**Run 1: routed metal, one colour a layer**

Two of the layers only.
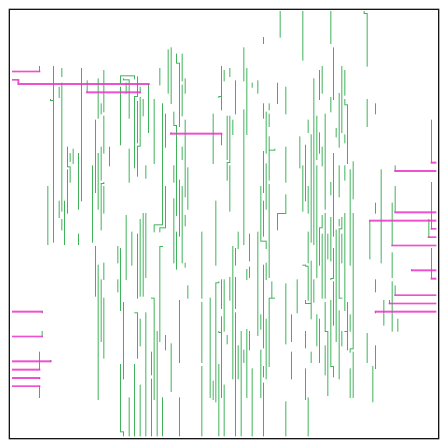
**Run 1: I/O nets highlighted**

Scale bar: 20 um.
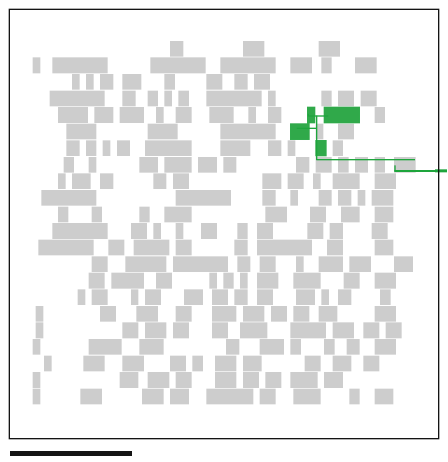
**Run 1: sequential cells coloured by netlist name**

Scale bar: 20 um.
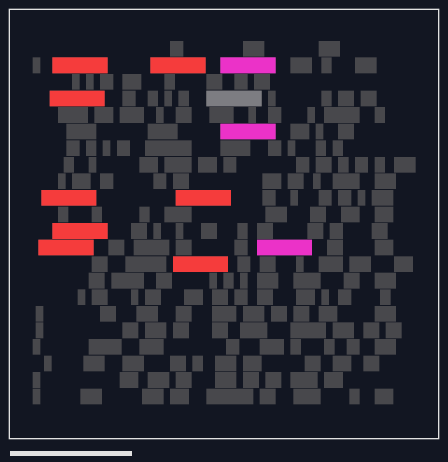
==> config.mk <==
export PLATFORM = sky130hd
export DESIGN_NAME = mc_ctrl_flat
export DESIGN_NICKNAME = d
export VERILOG_FILES = /design/src/rtl/mc_ctrl_pkg.sv /design/src/rtl/mc_ctrl_if.sv /design/src/rtl/mc_decode.sv /design/src/rtl/mc_ctrl.sv /design/src/flat_wrapper.sv
export SDC_FILE = /design/constraint.sdc
export NUM_CORES = 1
export LEC_CHECK = 0
export CELL_PAD_IN_SITES_DETAIL_PLACEMENT = 1
export CELL_PAD_IN_SITES_GLOBAL_PLACEMENT = 1
export CORE_MARGIN = 3
export CORE_UTILIZATION = 28
export CTS_BUF_LIST = sky130_fd_sc_hd__clkbuf_4 sky130_fd_sc_hd__clkbuf_8
export CTS_CLUSTER_SIZE = 40
export DETAILED_ROUTE_END_ITERATION = 12
export PLACE_DENSITY_LB_ADDON = 0.1
export SETUP_SLACK_MARGIN = 0.2
export SLEW_MARGIN = 20
export SYNTH_ARGS = -nofsm -noshare
export SYNTH_HDL_FRONTEND = slang
export SYNTH_HIERARCHICAL = 1
export SYNTH_SLANG_ARGS = --single-unit
==> constraint.sdc <==
create_clock -name clk -period 3.3 [get_ports clk]
set_input_delay 0.66 -clock clk [delete_from_list [all_inputs] [get_ports clk]]
set_output_delay 0.66 -clock clk [all_outputs]
set_load 0.01 [all_outputs]
==> impl_metrics.csv, run 1 <==
group,metric,value,unit
logic_synthesis,yosys.area_share.xor_xnor,2.27,%
logic_synthesis,simple_gate_share,40.3,%
logic_synthesis,ys_seq_share,25.9,%
logic_synthesis,edf_count,0,
logic_synthesis,netlist_area,1160,um2
final_layout,layout.nonclk_buf_share,31.2,%
power,switching_share,33.7,%
final_layout,largestClassByArea,"logic gates",
global_route,grt_pass1_vias,1217,
logic_synthesis,yosys.area_share.adder,2.16,%
route,firstDrtPassIters,4,
final_timing,finalCriticalPeriod,3.23,ns
final_timing,fin_skew,0.00699,ns
global_route,met1_usage,17.9,%
logic_synthesis,logic_family,"simple AND/OR/NAND/NOR gates",
critical_path,path_class,"in2out",
floorplanning,die_w,70.3,um
logic_synthesis,ys.flops,12,
logic_synthesis,synth_cells,140,
power,p_sw,0.196,mW
clock_network,cts_tree,"built",
critical_path,start_kind,"primary input",
run_status,status,"finished, final reports clean",
final_layout,fin_nets,238,
placement,gp_congestion,0.817,
clock_network,clk_pin_slew,0.05,ns
critical_path,rrSetupSlack,1.51,ns
global_route,met2_usage,26.4,%
placement,post_dp_cell_area,1690,um2
final_layout,drive_gt1_share,29.1,%
route,drt-initial-drc-count,64,
final_layout,final_cells,247,
logic_synthesis,ys_area,1160,um2
clock_network,clock_latency,0.24,ns
final_timing,timing.hold.ws,0.550,ns
logic_synthesis,ys_warn_count,6,
final_layout,lay_top_count,"buf_4",
final_layout,area_growth,56.9,%
global_route,grt-ovfl-total,0,
placement,post-place-ws,-0.507,ns
logic_synthesis,synth_area_per_cell,8.27,um2
logic_synthesis,ys_sh_mux,0.973,%
power,intPower,0.387,mW
Notes on 'routed metal, one colour a layer' above:
Key: green = metal 2 [wire length 1,920 um]; magenta = metal 3 [wire length 136 um]
WL per Instance: 14.9 um
via count: 1,219
final wirelength: 3.69 mm
Total GRT Usage: 14.5%

Notes on 'I/O nets highlighted' above:
Key: green = bus_dm_ack [direction input, end cells 4, buffers 1, wire 37.5 um]
io pins: 62
Buffers on Ports: 34

Notes on 'sequential cells coloured by netlist name' above:
Key: red = u_core/cnt_q [flops 8]; magenta = u_core/bus.state [flops 3]
seq pwr: 0.205 mW
register fraction of the total cell area: 16.5%
Storage cell area: 300 um2
post-layout util: 47.4%

==> run 1: worst max-delay path: stages <==
cell	delay (ns)
clkdlybuf4s50_1	0.42
buf_4	0.16
or3_4	0.36
o211a_1	0.25
o32a_1	0.20
nand2_1	0.09
nor2_1	0.05
a211oi_1	0.19
nor3b_1	0.07
buf_2	0.14
==> run 1: power by group through the flow <==
stage / Clock, mW / Sequential (mW) / Combinational, mW
global placement: 0 / 0.206 / 0.210
detailed placement: 0 / 0.207 / 0.220
CTS: 0.165 / 0.206 / 0.218
finish: 0.158 / 0.205 / 0.219
global route: 0.176 / 0.212 / 0.242
floorplan: 0 / 0.190 / 0.129
==> run 1: synth_stat cells (2+ instances only) <==
| library cell | number | area, um2 |
|---|---|---|
| nor4_1 | 3 | 18.8 |
| ha_1 | 2 | 25.0 |
| o211a_1 | 2 | 20.0 |
| nand3_1 | 2 | 10.0 |
| o21ai_0 | 4 | 20.0 |
| nor2_1 | 11 | 41.3 |
| inv_1 | 4 | 15.0 |
| clkbuf_1 | 3 | 11.3 |
| buf_2 | 3 | 15.0 |
| dfrtp_1 | 12 | 300 |
| nor3_1 | 7 | 35.0 |
| nand2_1 | 9 | 33.8 |
| buf_4 | 8 | 60.1 |
| nand2b_1 | 3 | 18.8 |
| nand4b_1 | 4 | 35.0 |
| xor2_1 | 3 | 26.3 |
| and2_1 | 3 | 18.8 |
| a21o_1 | 2 | 15.0 |
| a21oi_1 | 7 | 35.0 |
| and3_1 | 4 | 25.0 |
| nor2b_1 | 4 | 25.0 |
| nand4_1 | 2 | 12.5 |
| buf_6 | 3 | 33.8 |
| nor3b_1 | 6 | 45.0 |
| or3_1 | 4 | 25.0 |
==> inputs of run 2 (changes only) <==
--- a/config.mk
+++ b/config.mk
@@ -12,6 +12,7 @@
 export CTS_BUF_LIST = sky130_fd_sc_hd__clkbuf_4 sky130_fd_sc_hd__clkbuf_8
 export CTS_CLUSTER_SIZE = 40
 export DETAILED_ROUTE_END_ITERATION = 12
+export GPL_ROUTABILITY_DRIVEN = 0
 export PLACE_DENSITY_LB_ADDON = 0.1
 export SETUP_SLACK_MARGIN = 0.2
 export SLEW_MARGIN = 20
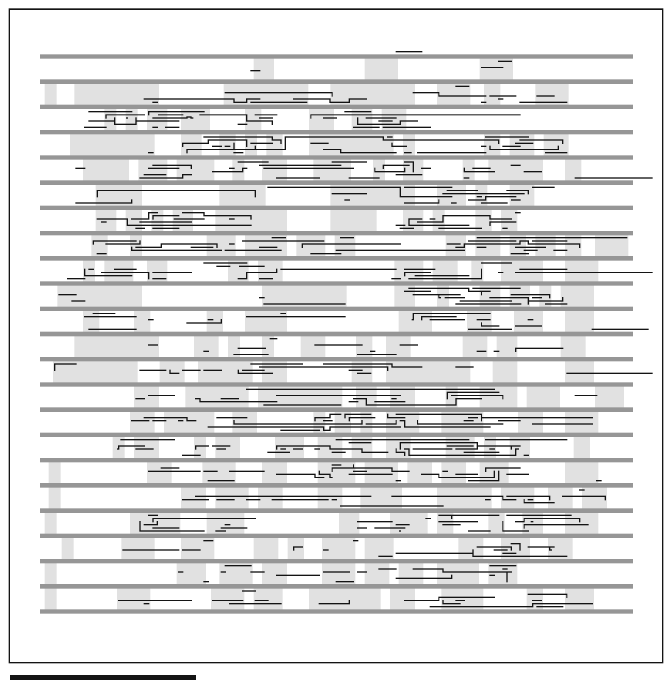
**Above:** run 2 (metal 1).
Scale bar: 20 um. Supply wires on this layer in grey.
The layer holds 44% of the routed length. The layer carries 1,640 um of wire.
met1 Usage GRT: 17.9%

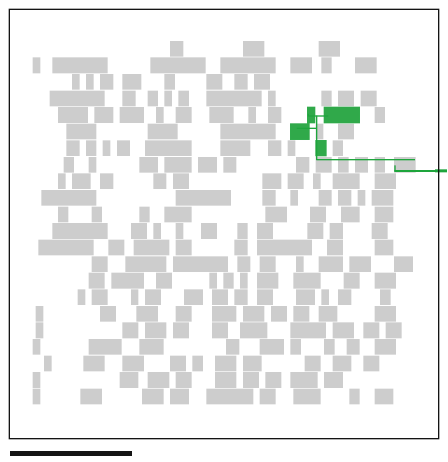
**Above:** run 2 (I/O nets highlighted).
Scale bar: 20 um.
Key: green = bus_dm_ack [direction input, end cells 4, buffers 1, wire 37.5 um]

==> run 2 against run 1 <==
  * Sequential share of layout area unchanged
  * Via count unchanged
  * Core utilization unchanged
  * Critical endpoint unchanged
  * Fmax unchanged
  * Critical path type unchanged
  * Global-route usage unchanged
  * Clock-buffer cell count unchanged
  * Register-to-register slack about the same
  * Highest routed layer unchanged
==> impl_metrics.csv, run 2 <==
group,metric,value,unit
clock_network,cts_sinks,12,
critical_path,worstPathArrival,2.57,ns
final_layout,seqCellArea,300,um2
placement,post-place-ws,-0.507,ns
critical_path,worstPathCellList,"clkdlybuf4s50_1 > buf_4 > or3_4 > o211a_1 > o32a_1 > nand2_1 > nor2_1 > a211oi_1 > nor3b_1 > buf_2",
final_timing,finalMaxSlewViolations,0,
logic_synthesis,yosysCellCount,140,
final_timing,fin_skew,0.00699,ns
logic_synthesis,ys_warn_count,6,
floorplanning,io-pin-count,62,
floorplanning,die_w,70.3,um
route,ant_nets,0,
logic_synthesis,edf_count,0,
logic_synthesis,ys_area,1160,um2
route,firstDrtPassIters,4,
final_layout,lay_top_count,"buf_4",
floorplanning,core-area,3830,um2
final_timing,setup_violations,0,
final_timing,fmax,309,MHz
power,power.leakage,0.922,nW
logic_synthesis,synth.top_cell.area_share,25.9,%
logic_synthesis,yosysTopAreaCell,"dfrtp_1",
logic_synthesis,yosysMostFrequentCell,"dfrtp_1",
critical_path,slowest_delay,0.42,ns
critical_path,rrSetupSlack,1.51,ns
clock_network,clk_pin_slew,0.05,ns
critical_path,slowest_stage,"clkdlybuf4s50_1",
power,vdd_drop_max,0.357,mV
final_layout,drive_gt1_share,29.1,%
logic_synthesis,netlist_area,1160,um2
final_layout,num_antenna_cells,0,
clock_network,clock_latency,0.24,ns
final_layout,final_cells,247,
global_route,grt_use_total,14.5,%
global_route,grt_pass1_wl,5.91,mm
route,drt-initial-drc-count,64,
route,num_vias,1219,
logic_synthesis,ys.flops,12,
critical_path,worst-path-buf-inv,3,
logic_synthesis,ys_seq_share,25.9,%
placement,portBuffers,34,
route,vias_per_cell,4.94,
logic_synthesis,synth_cell_types,50,
clock_network,cts_tree,"built",
final_timing,hold_violations,0,
critical_path,cp_num_cells,10,
logic_synthesis,synth_cells,140,
global_route,grt-ovfl-total,0,
route,wl_per_cell,14.9,um
critical_path,path_class,"in2out",
final_layout,area_growth,56.9,%
clock_network,cts_max_level,1,
logic_synthesis,synthTopCellsByCount,"12 x dfrtp_1, 11 x nor2_1, 9 x nand2_1, 8 x buf_4",
placement,post_dp_cell_area,1690,um2
clock_network,cts_made_buffers,3,
logic_synthesis,synth_area_per_cell,8.27,um2
final_layout,fin_nets,238,
final_layout,fin_util,47.4,%
final_timing,finalCriticalPeriod,3.23,ns
run_status,status,"finished, final reports clean",
global_route,grt_pass1_vias,1217,
critical_path,crit_family,"buffers and inverters",
final_layout,stdcell_area,1820,um2
hold_path,worstHoldPathCells,2,
final_layout,fill_cells,458,
route,totalWireLength,3.69,mm
critical_path,start_kind,"primary input",
global_route,grt_max_degree,13,
clock_network,ctsLongestPathBuffers,2,
logic_synthesis,top_cells_by_area,"dfrtp_1 26%, buf_4 5.2%, nor3b_1 3.9%",
final_timing,rsz0062_at_grt,"true",
floorplanning,die_area,4940,um2
run 2: cell counts after synthesis:
No cell type changed its count.
run 2: per-layer routing:
layer	wire, um	global-route usage, %
met4	0	1.28
met1	1640	17.9
met5	0	0
met3	135	3.31
met2	1920	26.4
run 2: cells by family (layout without fill, tap and decap cells):
| kind of cell | count (synthesis) | count (layout) | synth area share, % |
|---|---|---|---|
| simple gates | 74 | 74 | 40.3 |
| flops | 12 | 12 | 25.9 |
| other cells | 1 | 7 | 0.324 |
| buf+inv | 21 | 74 | 11.7 |
| fa+ha+maj | 2 | 2 | 2.16 |
| xor+xnor | 3 | 3 | 2.27 |
| mux | 1 | 1 | 0.973 |
| compound gates | 26 | 26 | 16.3 |
run 2: power breakdown:
group          switching, mW  internal (mW)
registers             0.0387          0.167
logic                  0.104          0.115
clock network         0.0533          0.105
total                  0.196          0.387
run 2: per-stage QoR:
step | total power [mW] | hold WS (ns)
4_1_cts | 0.588 | 0.552
2_1_floorplan | 0.319 | 0.364
6_report | 0.583 | 0.550
3_5_place_dp | 0.427 | 0.537
3_3_place_gp | 0.416 | 0.529
5_1_grt | 0.630 | 0.570
run 2: final cells by class:
type	count	area share [%]
multi-input combinational	113	45.1
timing repair buffer	66	31.2
sequential	12	16.5
tap	48	3.31
clock buffer	4	3.03
inverter	4	0.827
run 2: timing repair:
item,4_1_cts,5_1_grt
gates cloned,0,0
gates resized,24,12
buffers inserted,0,1
pin swaps,4,3
endpoints found under the setup margin,9,7
hold buffers,0,0
run 2: worst reg2reg max path, stage by stage, from the launching register on:
cell	delay, ns
dfrtp_1	0.42
inv_1	0.08
ha_1	0.15
nand4b_1	0.18
o21ai_1	0.25
nor2b_2	0.24
mux2_2	0.36
Power and IR drop assume default switching activity.
